===== src/rtl/alu_pair_seq_if.sv =====
// Request/result bus between execute-stage decode and the alu_pair_seq sequencer,
// plus fallback definitions of the shared alu opcode and flag constants.
// Optional start_err member is present when ALU_PAIR_SEQ_START_ERR_EN is defined.

`ifndef CONST_ALU_OPER_WIDTH
`define CONST_ALU_OPER_WIDTH 4
`endif
`ifndef CONST_ALU_INOUT_WIDTH
`define CONST_ALU_INOUT_WIDTH 8
`endif
`ifndef CONST_PROC_FLAGS_WIDTH
`define CONST_PROC_FLAGS_WIDTH 4
`endif
`ifndef CONST_PROC_FLAGS_C_BIT
`define CONST_PROC_FLAGS_C_BIT 0
`define CONST_PROC_FLAGS_Z_BIT 1
`define CONST_PROC_FLAGS_N_BIT 2
`define CONST_PROC_FLAGS_V_BIT 3
`endif
`ifndef ENUM_ALU_OPER_ADD
`define ENUM_ALU_OPER_ADD 4'd0
`define ENUM_ALU_OPER_ADC 4'd1
`define ENUM_ALU_OPER_SUB 4'd2
`define ENUM_ALU_OPER_SBC 4'd3
`define ENUM_ALU_OPER_AND 4'd4
`define ENUM_ALU_OPER_ORR 4'd5
`define ENUM_ALU_OPER_XOR 4'd6
`define ENUM_ALU_OPER_CMP 4'd7
`define ENUM_ALU_OPER_LSL 4'd8
`define ENUM_ALU_OPER_LSR 4'd9
`define ENUM_ALU_OPER_ASR 4'd10
`define ENUM_ALU_OPER_ROL 4'd11
`define ENUM_ALU_OPER_ROR 4'd12
`endif

interface alu_pair_seq_if #(
    parameter int WIDTH = 16
);
    logic                               start;
    logic [`CONST_ALU_OPER_WIDTH-1:0]   oper;
    logic [WIDTH-1:0]                   a_in;
    logic [WIDTH-1:0]                   b_in;
    logic [`CONST_PROC_FLAGS_WIDTH-1:0] proc_flags_in;
    logic                               busy;
    logic                               done;
    logic [WIDTH-1:0]                   out;
    logic [`CONST_PROC_FLAGS_WIDTH-1:0] proc_flags_out;
`ifdef ALU_PAIR_SEQ_START_ERR_EN
    logic                               start_err;

    modport master (
        output start, oper, a_in, b_in, proc_flags_in,
        input  busy, done, out, proc_flags_out, start_err
    );
    modport slave (
        input  start, oper, a_in, b_in, proc_flags_in,
        output busy, done, out, proc_flags_out, start_err
    );
`else
    modport master (
        output start, oper, a_in, b_in, proc_flags_in,
        input  busy, done, out, proc_flags_out
    );
    modport slave (
        input  start, oper, a_in, b_in, proc_flags_in,
        output busy, done, out, proc_flags_out
    );
`endif
endinterface


===== src/rtl/alu_pair_seq.sv =====
// Multi-chunk sequencer around the 8-bit combinational alu: one alu step per cycle,
// carry chained chunk to chunk. Define ALU_PAIR_SEQ_START_ERR_EN to add start_err.

module alu_pair_seq #(
    parameter int CHUNK_WIDTH = `CONST_ALU_INOUT_WIDTH,
    parameter int NUM_CHUNKS  = 2
) (
    input  logic                               master_clk,
    input  logic                               reset,
    alu_pair_seq_if.slave                      bus,
    output logic [`CONST_ALU_OPER_WIDTH-1:0]   alu_oper,
    output logic [CHUNK_WIDTH-1:0]             alu_a_in,
    output logic [CHUNK_WIDTH-1:0]             alu_b_in,
    output logic [`CONST_PROC_FLAGS_WIDTH-1:0] alu_proc_flags_in,
    input  logic [CHUNK_WIDTH-1:0]             alu_out,
    input  logic [`CONST_PROC_FLAGS_WIDTH-1:0] alu_proc_flags_out
);
    localparam int WIDE  = CHUNK_WIDTH * NUM_CHUNKS;
    localparam int OPW   = `CONST_ALU_OPER_WIDTH;
    localparam int FW    = `CONST_PROC_FLAGS_WIDTH;
    localparam int IDX_W = (NUM_CHUNKS > 1) ? $clog2(NUM_CHUNKS) : 1;
    localparam logic [IDX_W-1:0] LAST_IDX = IDX_W'(NUM_CHUNKS - 1);

    typedef enum logic [1:0] {S_IDLE, S_RUN, S_DONE} state_t;

    state_t           state_q, state_d;
    logic [OPW-1:0]   oper_q;
    logic [WIDE-1:0]  a_q, b_q, acc_q, acc_d, out_q, wide_result;
    logic [FW-1:0]    flags_q, flags_out_q, wide_flags;
    logic [IDX_W-1:0] step_q, chunk_idx;
    logic             c_q, v_q;
    logic             accept, last_step, msb_step, first_step;
    logic             use_b, shift_right, op_valid, alu_c, alu_v, final_v;
    logic             unused_alu_flags;

    assign accept     = bus.start && (state_q != S_RUN);
    assign first_step = (step_q == '0);
    assign last_step  = (step_q == LAST_IDX);
    assign alu_c      = alu_proc_flags_out[`CONST_PROC_FLAGS_C_BIT];
    assign alu_v      = alu_proc_flags_out[`CONST_PROC_FLAGS_V_BIT];
    assign unused_alu_flags = ^alu_proc_flags_out;

    assign bus.busy           = (state_q == S_RUN);
    assign bus.done           = (state_q == S_DONE);
    assign bus.out            = out_q;
    assign bus.proc_flags_out = flags_out_q;

    always_ff @(posedge master_clk) begin
        // NOTE: sequential state always uses non-blocking assignments so every
        // register samples the pre-edge values regardless of statement order.
        if (reset) state_q <= S_IDLE;
        else       state_q <= state_d;
    end

    always_comb begin
        // NOTE: every combinational output is defaulted first so no path can
        // leave it unassigned and infer a latch.
        state_d = state_q;
        case (state_q)
            S_IDLE:  if (bus.start) state_d = S_RUN;
            S_RUN:   if (last_step) state_d = S_DONE;
            S_DONE:  state_d = bus.start ? S_RUN : S_IDLE;
            default: state_d = S_IDLE;
        endcase
    end

    // Per-step alu opcode: the first step of a chained op uses the unchained form.
    always_comb begin
        alu_oper    = oper_q;
        use_b       = 1'b1;
        shift_right = 1'b0;
        op_valid    = 1'b1;
        case (oper_q)
            `ENUM_ALU_OPER_ADD: alu_oper = first_step ? `ENUM_ALU_OPER_ADD : `ENUM_ALU_OPER_ADC;
            `ENUM_ALU_OPER_SUB,
            `ENUM_ALU_OPER_CMP: alu_oper = first_step ? `ENUM_ALU_OPER_SUB : `ENUM_ALU_OPER_SBC;
            `ENUM_ALU_OPER_ADC, `ENUM_ALU_OPER_SBC,
            `ENUM_ALU_OPER_AND, `ENUM_ALU_OPER_ORR, `ENUM_ALU_OPER_XOR: ;
            `ENUM_ALU_OPER_LSL: begin
                alu_oper = first_step ? `ENUM_ALU_OPER_LSL : `ENUM_ALU_OPER_ROL;
                use_b    = 1'b0;
            end
            `ENUM_ALU_OPER_ROL: use_b = 1'b0;
            `ENUM_ALU_OPER_LSR: begin
                alu_oper    = first_step ? `ENUM_ALU_OPER_LSR : `ENUM_ALU_OPER_ROR;
                use_b       = 1'b0;
                shift_right = 1'b1;
            end
            `ENUM_ALU_OPER_ASR: begin
                alu_oper    = first_step ? `ENUM_ALU_OPER_ASR : `ENUM_ALU_OPER_ROR;
                use_b       = 1'b0;
                shift_right = 1'b1;
            end
            `ENUM_ALU_OPER_ROR: begin
                use_b       = 1'b0;
                shift_right = 1'b1;
            end
            default: begin
                alu_oper = `ENUM_ALU_OPER_ADD;
                op_valid = 1'b0;
            end
        endcase
    end

    assign chunk_idx = shift_right ? (LAST_IDX - step_q) : step_q;
    assign msb_step  = (chunk_idx == LAST_IDX);
    assign alu_a_in  = a_q[int'(chunk_idx)*CHUNK_WIDTH +: CHUNK_WIDTH];
    assign alu_b_in  = use_b ? b_q[int'(chunk_idx)*CHUNK_WIDTH +: CHUNK_WIDTH] : '0;
    assign final_v   = msb_step ? alu_v : v_q;

    always_comb begin
        alu_proc_flags_in = '0;
        alu_proc_flags_in[`CONST_PROC_FLAGS_C_BIT] = c_q;
    end

    // Result as it will stand after this step; used for the final commit and flags.
    always_comb begin
        acc_d = acc_q;
        acc_d[int'(chunk_idx)*CHUNK_WIDTH +: CHUNK_WIDTH] = alu_out;

        wide_flags = '0;
        wide_flags[`CONST_PROC_FLAGS_C_BIT] = alu_c;
        wide_flags[`CONST_PROC_FLAGS_Z_BIT] = (acc_d == '0);
        wide_flags[`CONST_PROC_FLAGS_N_BIT] = acc_d[WIDE-1];
        wide_flags[`CONST_PROC_FLAGS_V_BIT] = final_v;
        wide_result = (oper_q == `ENUM_ALU_OPER_CMP) ? out_q : acc_d;
        if (!op_valid) begin
            wide_flags  = flags_q;
            wide_result = '0;
        end
    end

    // NOTE: operand latches carry no reset; they are always rewritten on an
    // accepted start before being read, so resetting them buys nothing.
    always_ff @(posedge master_clk) begin
        if (accept) begin
            oper_q  <= bus.oper;
            a_q     <= bus.a_in;
            b_q     <= bus.b_in;
            flags_q <= bus.proc_flags_in;
        end
    end

    always_ff @(posedge master_clk) begin
        if (reset) begin
            step_q      <= '0;
            acc_q       <= '0;
            c_q         <= 1'b0;
            v_q         <= 1'b0;
            out_q       <= '0;
            flags_out_q <= '0;
        end else if (accept) begin
            step_q <= '0;
            c_q    <= bus.proc_flags_in[`CONST_PROC_FLAGS_C_BIT];
        end else if (state_q == S_RUN) begin
            acc_q  <= acc_d;
            c_q    <= alu_c;
            step_q <= step_q + IDX_W'(1);
            if (msb_step) v_q <= alu_v;
            if (last_step) begin
                out_q       <= wide_result;
                flags_out_q <= wide_flags;
            end
        end
    end

`ifdef ALU_PAIR_SEQ_START_ERR_EN
    logic start_err_q;

    always_ff @(posedge master_clk) begin
        if (reset) start_err_q <= 1'b0;
        else       start_err_q <= bus.start && (state_q == S_RUN);
    end

    assign bus.start_err = start_err_q;
`endif
endmodule


===== src/flat_wrapper.sv =====
// flat-port wrapper written by rule: the top's interface ports become plain ports
module alu_pair_seq_flat 
#(
    parameter int CHUNK_WIDTH = `CONST_ALU_INOUT_WIDTH,
    parameter int NUM_CHUNKS  = 2
)
  (master_clk, reset, alu_oper, alu_a_in, alu_b_in, alu_proc_flags_in, alu_out, alu_proc_flags_out, bus_start, bus_oper, bus_a_in, bus_b_in, bus_proc_flags_in, bus_busy, bus_done, bus_out, bus_proc_flags_out);
  alu_pair_seq_if #(.WIDTH(((8) * (2)))) bus_i ();
  input  logic master_clk;
  input  logic reset;
  output logic [`CONST_ALU_OPER_WIDTH-1:0] alu_oper;
  output logic [CHUNK_WIDTH-1:0] alu_a_in;
  output logic [CHUNK_WIDTH-1:0] alu_b_in;
  output logic [`CONST_PROC_FLAGS_WIDTH-1:0] alu_proc_flags_in;
  input  logic [CHUNK_WIDTH-1:0] alu_out;
  input  logic [`CONST_PROC_FLAGS_WIDTH-1:0] alu_proc_flags_out;
  input wire logic [$bits(bus_i.start)-1:0] bus_start;
  input wire logic [$bits(bus_i.oper)-1:0] bus_oper;
  input wire logic [$bits(bus_i.a_in)-1:0] bus_a_in;
  input wire logic [$bits(bus_i.b_in)-1:0] bus_b_in;
  input wire logic [$bits(bus_i.proc_flags_in)-1:0] bus_proc_flags_in;
  output wire logic [$bits(bus_i.busy)-1:0] bus_busy;
  output wire logic [$bits(bus_i.done)-1:0] bus_done;
  output wire logic [$bits(bus_i.out)-1:0] bus_out;
  output wire logic [$bits(bus_i.proc_flags_out)-1:0] bus_proc_flags_out;
  assign bus_i.start = bus_start;
  assign bus_i.oper = bus_oper;
  assign bus_i.a_in = bus_a_in;
  assign bus_i.b_in = bus_b_in;
  assign bus_i.proc_flags_in = bus_proc_flags_in;
  assign bus_busy = bus_i.busy;
  assign bus_done = bus_i.done;
  assign bus_out = bus_i.out;
  assign bus_proc_flags_out = bus_i.proc_flags_out;
  alu_pair_seq #(.CHUNK_WIDTH(CHUNK_WIDTH), .NUM_CHUNKS(NUM_CHUNKS)) u_core (.master_clk(master_clk), .reset(reset), .bus(bus_i), .alu_oper(alu_oper), .alu_a_in(alu_a_in), .alu_b_in(alu_b_in), .alu_proc_flags_in(alu_proc_flags_in), .alu_out(alu_out), .alu_proc_flags_out(alu_proc_flags_out));
endmodule

===== config.mk =====
export PLATFORM = sky130hd
export DESIGN_NAME = alu_pair_seq_flat
export DESIGN_NICKNAME = d
export VERILOG_FILES = /design/src/rtl/alu_pair_seq_if.sv /design/src/rtl/alu_pair_seq.sv /design/src/flat_wrapper.sv
export SDC_FILE = /design/constraint.sdc
export NUM_CORES = 1
export LEC_CHECK = 0
export CAP_MARGIN = 20
export CORE_AREA = 3 3 87 89
export CTS_CLUSTER_SIZE = 28
export DETAILED_ROUTE_END_ITERATION = 7
export DIE_AREA = 0 0 90 92
export PLACE_DENSITY = 0.85
export SYNTH_ARGS = -nofsm -noshare
export SYNTH_HDL_FRONTEND = slang
export SYNTH_SLANG_ARGS = --single-unit

===== constraint.sdc =====
create_clock -name master_clk -period 6.25 [get_ports master_clk]
set_clock_uncertainty 0.05 [all_clocks]
set_input_delay 1.25 -clock master_clk [delete_from_list [all_inputs] [get_ports master_clk]]
set_output_delay 1.25 -clock master_clk [all_outputs]
set_load 0.01 [all_outputs]

==> Changelog: implementation <==
### Implementation results

- Reg clk slew, reported paths: 0.07 ns
- FF-to-FF Start: u_core.state_q[1]$_SDFFE_PP0P_
- Crit path launch: u_core.oper_q[1]$_DFFE_PP_
- Critical-path cell list: xor2_1 > o2111ai_1 > and2_2 > buf_4 > mux2_1 > clkdlybuf4s50_1
- Logic share of the area: 26.74%
- Multi-input gate count: 193
- Comb gate area: 0.001205 mm²
- Area fraction in mux cells: 12.82%
- Placed insts: 471
- Initial drt markers: 139
- Initial core utilization: 49.29%
- Setup TNS: 0 ns
- Metal3 WL: 670 µm
- Slowest CP cell: edfxtp_1
- Largest class: sequential cells
- FMAX: 235.5 MHz
- Yosys Warn Count: 0
- CP endpoint: alu_a_in[4]
- DP HPWL: 4.938 mm
- Mapped cell area: 0.003367 mm²
- Relative slew slack: 30.60%
- FA/HA/MAJ Cells, Area Fraction: 0.2973%
- Status: finished clean
- Flop count: 81
- Netlist cell types: 39
- Final cell count without fillers: 487
- Tool warnings: 28
- Final Power: 1.157 mW
- ANT cells: 0
- Fin area: 0.004506 mm²
- Synth Seq Share: 60.05%
- Worst Path Arrival: 2.95 ns
- M1 wire length: 2.820 mm
- # IOs: 101
- Final Hold Vio Count: 0
- Yosys stat area: 0.003367 mm²
- Comb area leader: multiplexers
- EDFF count, synth: 40
- Wire length on met2: 3.374 mm
- Hold Path Class: reg2reg
- Tap cells: 96
- Synth async-reset ratio: 0%
- Hold Slack: 0.3951 ns
- Hold path startpoint: u_core.bus.out[2]$_SDFFE_PP0P_
- Setup ws final: 2.003 ns
- Core Box Area: 0.006832 mm²
- Gr ovfl total: 0
[report_power, final]
group | leakage, nW | total (mW) | internal (mW) | switching [mW]
clock network | 0.0898 | 0.351 | 0.180 | 0.170
registers | 0.716 | 0.604 | 0.588 | 0.0160
logic | 0.911 | 0.203 | 0.108 | 0.0946
total | 1.72 | 1.16 | 0.876 | 0.281
[Yosys cell counts, types with 3 or more instances]
| library cell | number | area [µm²] |
|---|---|---|
| a21oi_1 | 15 | 75.07 |
| buf_4 | 8 | 60.06 |
| buf_6 | 3 | 33.78 |
| clkbuf_1 | 10 | 37.54 |
| dfxtp_1 | 41 | 820.8 |
| edfxtp_1 | 40 | 1201 |
| inv_1 | 4 | 15.01 |
| mux2_1 | 8 | 90.09 |
| mux2i_1 | 33 | 330.3 |
| nand2_1 | 36 | 135.1 |
| nand3b_1 | 3 | 22.52 |
| nor2_1 | 24 | 90.09 |
| nor2b_1 | 4 | 25.02 |
| nor3_1 | 4 | 20.02 |
| nor4_1 | 4 | 25.02 |
| o21ai_0 | 12 | 60.06 |
| o21ai_1 | 18 | 90.09 |
| o22ai_1 | 4 | 25.02 |
[cells in the final DEF (no fill, tap or decap), types with 2 or more instances in the layout]
cell type        synthesis  layout
clkdlybuf4s50_1          0      95
dfxtp_1                 41      41
edfxtp_1                40      40
nand2_1                 36      36
mux2i_1                 33      33
nor2_1                  24      23
o21ai_1                 18      18
a21oi_1                 15      15
o21ai_0                 12      12
clkbuf_8                 0       9
mux2_1                   8       8
inv_1                    4       4
nor2b_1                  4       4
o22ai_1                  4       4
nor3_1                   4       4
nor4_1                   4       4
nand3b_1                 3       3
conb_1                   1       3
clkinv_1                 0       3
o2111ai_1                2       2
and3_1                   2       2
nor3b_1                  2       2
nand3_1                  2       2
o31ai_1                  2       2
clkbuf_1                10       2
buf_4                    8       2
closeup.png
Bar = 20 µm. Window x 20 to 70, y 39 to 89 µm. Cells in grey, sequential cells in the stronger grey; small squares are vias.
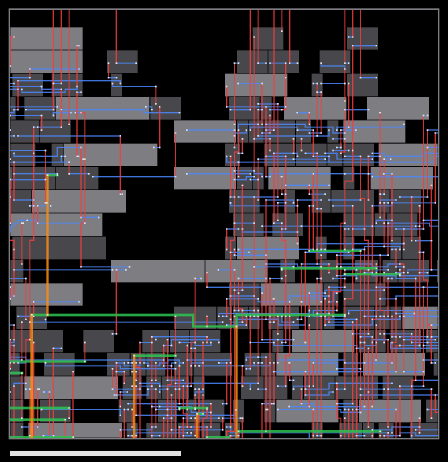
Red stands for M2. Orange stands for M4. Blue stands for M1. Green stands for M3.
Sequential cells in the window: 28. Netlist names of flops here include `u_core.acc_q` (13), `u_core.b_q` (7), `u_core.bus.out` (5). 150 logic cells have their middle in the window. Most frequent: mux2i_1 (23), dfxtp_1 (18), clkdlybuf4s50_1 (16).

ff_map.png
Bar = 20 µm.
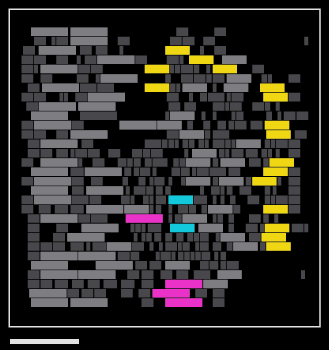
Yellow stands for `u_core.bus.out`, sequential cells 16. Magenta stands for `u_core.flags_q`, sequential cells 4, where bottom centre. Cyan stands for `u_core.state_q`, sequential cells 2.
Seq/total area: 44.88%
Seq. pwr: 604 µW
register area: 0.002022 mm²
Util after Layout: 65.95%

clock_nets.png
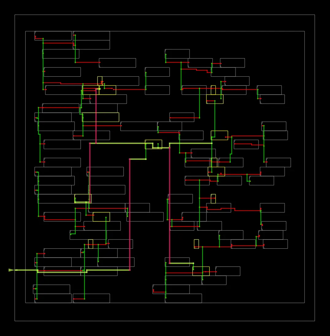
Worst-Skew Late Latency: 0.35 ns
CTS buffer count: 9
P_clk: 351 µW
Sink Count: 81

m1.png
Bar = 20 µm.
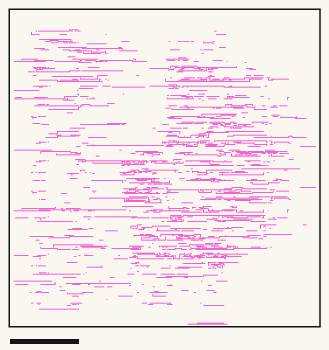
The layer holds 40% of the routed length. The longest straight run is 24.4 µm. The layer carries 2820 µm of wire. 373 nets have wire on it.
DR vias: 2477
wirelength, routed: 6.982 mm
M1 GR Usage: 19.88%

pinout.png
Bar = 20 µm. Pins as bars across the die edge, other pins in grey.
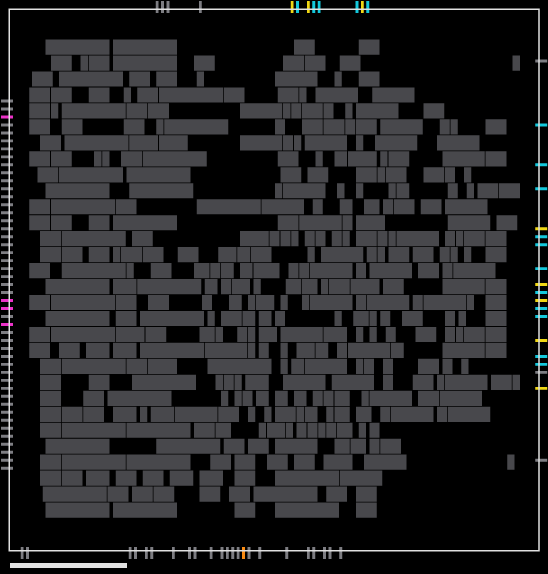
Yellow stands for `alu_out`, pins 8, direction input, edge 5 right, 3 top. Orange stands for `bus_start`, pins 1, direction input, edge bottom. Magenta stands for `alu_oper`, pins 4, direction output, edge left. Cyan stands for `bus_out`, pins 16, direction output, edge 11 right, 5 top.
Die Height: 92 µm
I/O Buffers: 95

No activity file was given, so power comes from the tool's default toggle rates.
